## src/rtl/arith_pkg.sv

```systemverilog
// Shared types for the arithmetic block: divider FSM states, control word, default width.
package arith_pkg;

  localparam int unsigned DIV_WIDTH = 8;

  typedef enum logic [2:0] {
    IDLE,
    INIT,
    SHIFT,
    DECIDE,
    DONE
  } div_state_t;

  typedef struct packed {
    logic load_M;
    logic load_Q;
    logic reset_A;
    logic shift_all;
    logic sub_A;
    logic restore_A;
    logic set_Q0;
  } div_control_t;

endpackage

```

## src/rtl/divider_fsm.sv

```systemverilog
// Sequencer for the restoring divider: state register, bit counter and control-word decode.
module divider_fsm
  import arith_pkg::*;
#(
  parameter int unsigned WIDTH = DIV_WIDTH
) (
  input  logic         clk,
  input  logic         reset,
  input  logic         i_valid,
  input  logic         i_divisor_zero,
  input  logic         i_sub_neg,
  output div_control_t o_ctrl,
  output logic         o_accept,
  output logic         o_finish,
  output logic         o_zero_finish,
  output logic         o_busy,
  output logic         o_done
);

  localparam int unsigned CntW = $clog2(WIDTH + 1);

  div_state_t        r_state, w_state_next;
  logic [CntW-1:0]   r_cnt, w_cnt_next;

  always_ff @(posedge clk or posedge reset) begin
    if (reset) begin
      r_state <= IDLE;
      r_cnt   <= CntW'(WIDTH);
    end else begin
      r_state <= w_state_next;
      r_cnt   <= w_cnt_next;
    end
  end

  always_comb begin
    w_state_next  = r_state;
    w_cnt_next    = r_cnt;
    o_ctrl        = '0;
    o_accept      = 1'b0;
    o_finish      = 1'b0;
    o_zero_finish = 1'b0;
    unique case (r_state)
      IDLE: begin
        if (i_valid) begin
          o_accept     = 1'b1;
          w_state_next = INIT;
        end
      end
      INIT: begin
        o_ctrl.load_M  = 1'b1;
        o_ctrl.load_Q  = 1'b1;
        o_ctrl.reset_A = 1'b1;
        w_cnt_next     = CntW'(WIDTH);
        if (i_divisor_zero) begin
          o_zero_finish = 1'b1;
          w_state_next  = DONE;
        end else begin
          w_state_next = SHIFT;
        end
      end
      SHIFT: begin
        o_ctrl.shift_all = 1'b1;
        w_state_next     = DECIDE;
      end
      DECIDE: begin
        // A negative trial difference means the divisor did not fit: keep A, quotient bit 0.
        o_ctrl.sub_A     = 1'b1;
        o_ctrl.restore_A = i_sub_neg;
        o_ctrl.set_Q0    = ~i_sub_neg;
        w_cnt_next       = r_cnt - 1'b1;
        if (r_cnt == CntW'(1)) begin
          o_finish     = 1'b1;
          w_state_next = DONE;
        end else begin
          w_state_next = SHIFT;
        end
      end
      DONE: begin
        w_state_next = IDLE;
      end
      default: begin
        w_state_next = IDLE;
      end
    endcase
  end

  assign o_busy = (r_state != IDLE);
  assign o_done = (r_state == DONE);

endmodule

```

## src/rtl/divider_unit.sv

```systemverilog
// Sequential unsigned restoring divider: A/Q/M datapath and registered results.
module divider_unit
  import arith_pkg::*;
#(
  parameter int unsigned WIDTH = DIV_WIDTH
) (
  input  logic             clk,
  input  logic             reset,
  input  logic             valid,
  input  logic [WIDTH-1:0] dividend,
  input  logic [WIDTH-1:0] divisor,
  output logic             busy,
  output logic             div_DONE,
  output logic [WIDTH-1:0] quotient,
  output logic [WIDTH-1:0] remainder,
  output logic             div_by_zero
);

  div_control_t     w_ctrl;
  logic             w_accept, w_finish, w_zero_finish, w_sub_neg;
  logic [WIDTH:0]   r_a, w_a_next, w_diff;
  logic [WIDTH-1:0] r_q, w_q_next, r_m, w_m_next;
  logic [WIDTH-1:0] r_dividend, r_divisor, r_quotient, r_remainder;
  logic             r_dbz;

  assign w_diff    = r_a - {1'b0, r_m};
  assign w_sub_neg = w_diff[WIDTH];

  divider_fsm #(
    .WIDTH(WIDTH)
  ) u_fsm (
    .clk           (clk),
    .reset         (reset),
    .i_valid       (valid),
    .i_divisor_zero(r_divisor == '0),
    .i_sub_neg     (w_sub_neg),
    .o_ctrl        (w_ctrl),
    .o_accept      (w_accept),
    .o_finish      (w_finish),
    .o_zero_finish (w_zero_finish),
    .o_busy        (busy),
    .o_done        (div_DONE)
  );

  always_comb begin
    w_a_next = r_a;
    w_q_next = r_q;
    w_m_next = r_m;
    if (w_ctrl.load_M)  w_m_next = r_divisor;
    if (w_ctrl.load_Q)  w_q_next = r_dividend;
    if (w_ctrl.reset_A) w_a_next = '0;
    if (w_ctrl.shift_all) begin
      w_a_next = {r_a[WIDTH-1:0], r_q[WIDTH-1]};
      w_q_next = {r_q[WIDTH-2:0], 1'b0};
    end
    if (w_ctrl.sub_A && !w_ctrl.restore_A) w_a_next = w_diff;
    if (w_ctrl.set_Q0) w_q_next[0] = 1'b1;
  end

  always_ff @(posedge clk or posedge reset) begin
    if (reset) begin
      r_a         <= '0;
      r_q         <= '0;
      r_m         <= '0;
      r_dividend  <= '0;
      r_divisor   <= '0;
      r_quotient  <= '0;
      r_remainder <= '0;
      r_dbz       <= 1'b0;
    end else begin
      r_a <= w_a_next;
      r_q <= w_q_next;
      r_m <= w_m_next;
      if (w_accept) begin
        r_dividend <= dividend;
        r_divisor  <= divisor;
        r_dbz      <= 1'b0;
      end
      // Results register on the edge into DONE so they are valid alongside div_DONE.
      if (w_finish) begin
        r_quotient  <= w_q_next;
        r_remainder <= w_a_next[WIDTH-1:0];
      end
      if (w_zero_finish) begin
        r_quotient  <= '1;
        r_remainder <= r_dividend;
        r_dbz       <= 1'b1;
      end
    end
  end

  assign quotient    = r_quotient;
  assign remainder   = r_remainder;
  assign div_by_zero = r_dbz;

endmodule

```

## config.mk

```make
export PLATFORM = sky130hd
export DESIGN_NAME = divider_unit
export DESIGN_NICKNAME = d
export VERILOG_FILES = /design/src/rtl/arith_pkg.sv /design/src/rtl/divider_fsm.sv /design/src/rtl/divider_unit.sv
export SDC_FILE = /design/constraint.sdc
export NUM_CORES = 1
export LEC_CHECK = 0
export ABC_AREA = 0
export CAP_MARGIN = 20
export CORE_MARGIN = 1
export CORE_UTILIZATION = 52
export CTS_BUF_LIST = sky130_fd_sc_hd__clkbuf_2 sky130_fd_sc_hd__clkbuf_4 sky130_fd_sc_hd__clkbuf_8
export CTS_CLUSTER_DIAMETER = 40
export DETAILED_ROUTE_END_ITERATION = 10
export PLACE_DENSITY_LB_ADDON = 0.1
export SLEW_MARGIN = 15
export SYNTH_ARGS = -nofsm -noshare
export SYNTH_HDL_FRONTEND = slang
export SYNTH_HIERARCHICAL = 1
export SYNTH_SLANG_ARGS = --single-unit
```

## constraint.sdc

```tcl
create_clock -name clk -period 2.74 [get_ports clk]
set_input_delay 0.685 -clock clk [delete_from_list [all_inputs] [get_ports clk]]
set_output_delay 0.685 -clock clk [all_outputs]
set_load 0.005 [all_outputs]
```

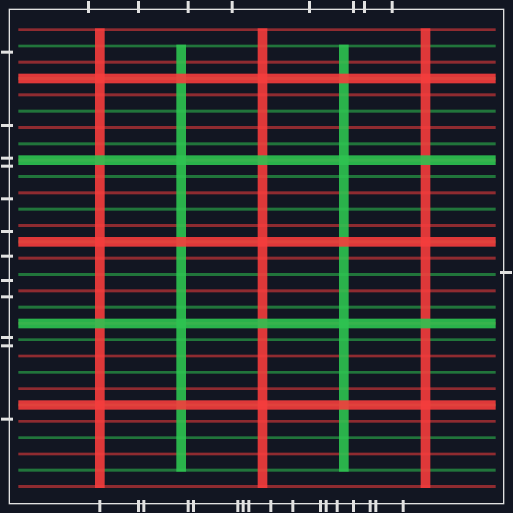
**Above:** supply network.
Scale: 6 px per um. Pins as bars on the die edge.
legend:
  red:
    net: VSS
  green:
    net: VDD
met1 rails: 29
met5 straps: 5
met4 straps: 5
rows: 28
area of the core: 0.00606 mm2
VDD IR max: 629 uV

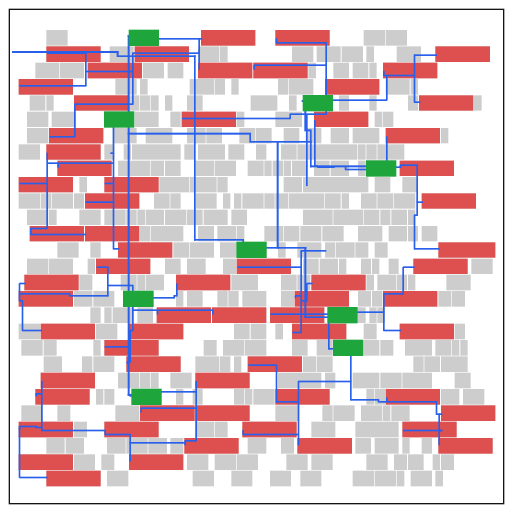
**Above:** clock wires, drivers and flops.
Scale: 6 px per um.
legend:
  green:
    item: cells driving clock nets
    count: 9
  blue:
    item: clock wires
    length: 867 um
  red:
    item: flip-flops
    count: 65
routed clock nets: 10
flops lie: all over the die
Clk power: 0.804 mW
clock network fraction of design power: 0.142
Layout Skew: 0.0119 ns

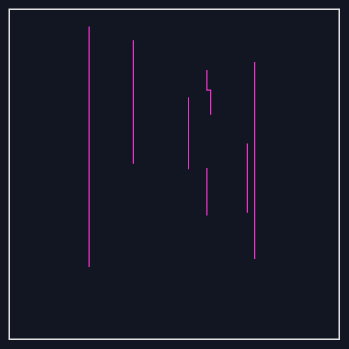
**Above:** the metal 4 layer.
Scale: 4 px per um.
wire length on this layer: 197 um
main direction: vertical
nets with wire on the layer: 4
longest straight run: 59.8 um
share of all routed wire: 2.7%
detailed-route via count: 2550
final wirelength: 7350 um

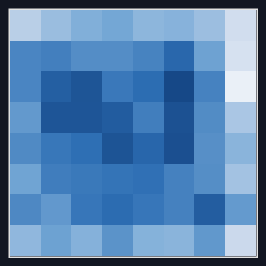
**Above:** local utilization.
Scale: 3 px per um. 8 x 8 tiles, from white (low) to dark blue (high), 0 to 100% covered.
emptiest ninth of the die: north-east
tiles over 75% full: 22%
densest ninth of the die: center
Floorplan Utilization: 0.551
share of the core filled with cells: 0.691

==> results.yml <==
# flow metrics
logic_synthesis:
  synthXorXnorAreaFrac: 0.00787
  prevailing_post_synth_register_cell: "sky130_fd_sc_hd__dfrtp_1"
  post_synth_fa_ha_maj_area_fraction: 0.0434
  simple_gate_area_frac: 0.148
  postSynthSeqShare: 0.487
  synth.net_count: 343
  topCellsByArea: "sky130_fd_sc_hd__dfrtp_1, sky130_fd_sc_hd__mux2_2, sky130_fd_sc_hd__mux2i_1, sky130_fd_sc_hd__ha_1, sky130_fd_sc_hd__o21ai_0"
  synth.yosys.chip_area_mm2: 0.00334
  netlist_top_cells_count: "sky130_fd_sc_hd__dfrtp_1, sky130_fd_sc_hd__nand2_1, sky130_fd_sc_hd__o21ai_0"
  edf_count: 0
  post_synth_mux_area_share: 0.0963
  ys_seq_elements: 65
  postSynthAreaPerCell_um2: 10.7
flow_run:
  stage_log_warning_count: 30
  cap_violations: 0
worst_setup_path:
  critical_path.startpoint: "r_a[0]"
  worst_path_arrival_ns: 3.10
  path_cells: "inv_1, ha_2, fa_2, nor2b_4, o31a_1, o41ai_4, xor2_1, and3_4, nand2b_4, buf_4, nor3_2, a22oi_1, a21boi_2, a21o_1"
  worstPathRequired_ns: 3.03
  reg2reg_slack_ns: -0.07
  timing.critical_path.buf_inv: 2
  timing.rr.end: "remainder[3]"
  worst_path_largest_cell_delay_ns: 0.38
  worst-r2r-cell-count: 14
  critical_path.reg2reg.startpoint: "r_a[0]"
die:
  die_y_um: 82.2
  num_rows: 28
  chipArea_mm2: 0.00675
final_layout:
  layout.nets: 398
  layout-drive-gt1-share: 0.225
  final_cells: 448
  layout_top_cells_excl_fill_tap: "sky130_fd_sc_hd__dfrtp_1, sky130_fd_sc_hd__clkdlybuf4s50_1, sky130_fd_sc_hd__nand2_1, sky130_fd_sc_hd__buf_4, sky130_fd_sc_hd__o21ai_0"
final_timing:
  fmax_mhz: 356
  fin_worst_hold_slack_ns: 0.489
  layout_min_cycle_time_ns: 2.81
  worst_slack_ns: -0.0689
  finalSetupTns_ns: -0.133
  fin_crit_sh: 1.03
  timing.final.setup_violations: 4
  tightest_slew_ns: 0.567
  rsz0062_at_grt: "true"
routing:
  first_pass_iteration_count_of_the_detailed_router: 4
  ant_nets: 0
  detail_route.vias_per_cell: 5.69
  remaining_drc_errors: 0
  drc_violation_total_after_the_first_tritonroute_iteration: 121
  routed_wire_length_per_instance_um: 16.4
pwr:
  p_int_mw: 3.46
  switchingPower_mw: 2.20
  combinationalPowerShare: 0.547
  seq_power_share: 0.311
  comb_power_mw: 3.09
  p_seq_mw: 1.76
  power_leakage_nw: 1.92
  power.density_cell_area_mw_per_mm2: 1350
clocking:
  post-cts-setup-buffers: 3
  clk_pin_slew_worst_paths_ns: 0.07
  cts_max_level: 3
  clkLatencyLatePin_ns: 0.35
  postCtsHoldBufs: 0
  clock_tree.buffer_depth: 2
  cts_resized: 9
status:
  violations: "negative setup slack"
  outcome: "finished, violations left"
min_path:
  hold_end: "div_by_zero"
  holdPathStages: 1
placed_design:
  total_instance_count_after_detailed_placement: 428
  detailed_place_hpwl_um: 5120
  setup_slack_at_placement_ns: -0.0749
  postPlaceCellArea_mm2: 0.00392
global_route:
  first_global_vias: 2401
  grt_start_max_net_pins: 28
  grt_pass1_wl_um: 11600
  grt_antenna_before_repair: 0
-- layer usage --
metal  global-route usage  wire, um  part of all wire  vias to the layer above
li1                     -         -                 -                     1239
met1                0.305      3430              0.47                     1256
met2                0.380      3550              0.48                       37
met3               0.0418       172             0.023                       18
met4                0.114       197             0.027                        0
met5                    0         0                 0                        -
-- layout make-up --
class	instances	area, um2
Tap cell	75	93.8
Multi-Input combinational cell	209	1610
Timing Repair Buffer	64	602
Fill cell	452	1870
Clock buffer	10	131
Clock inverter	6	58.8
Inverter	19	71.3
Sequential cell	65	1630
-- state kept, by name, summed over array words and instances, names as in the netlist --
register       cells
r_a                9
quotient           8
r_dividend         8
r_divisor          8
r_m                8
r_q                8
remainder          8
u_fsm/r_cnt        4
u_fsm/r_state      3
div_by_zero        1
Power and IR drop assume default switching activity.
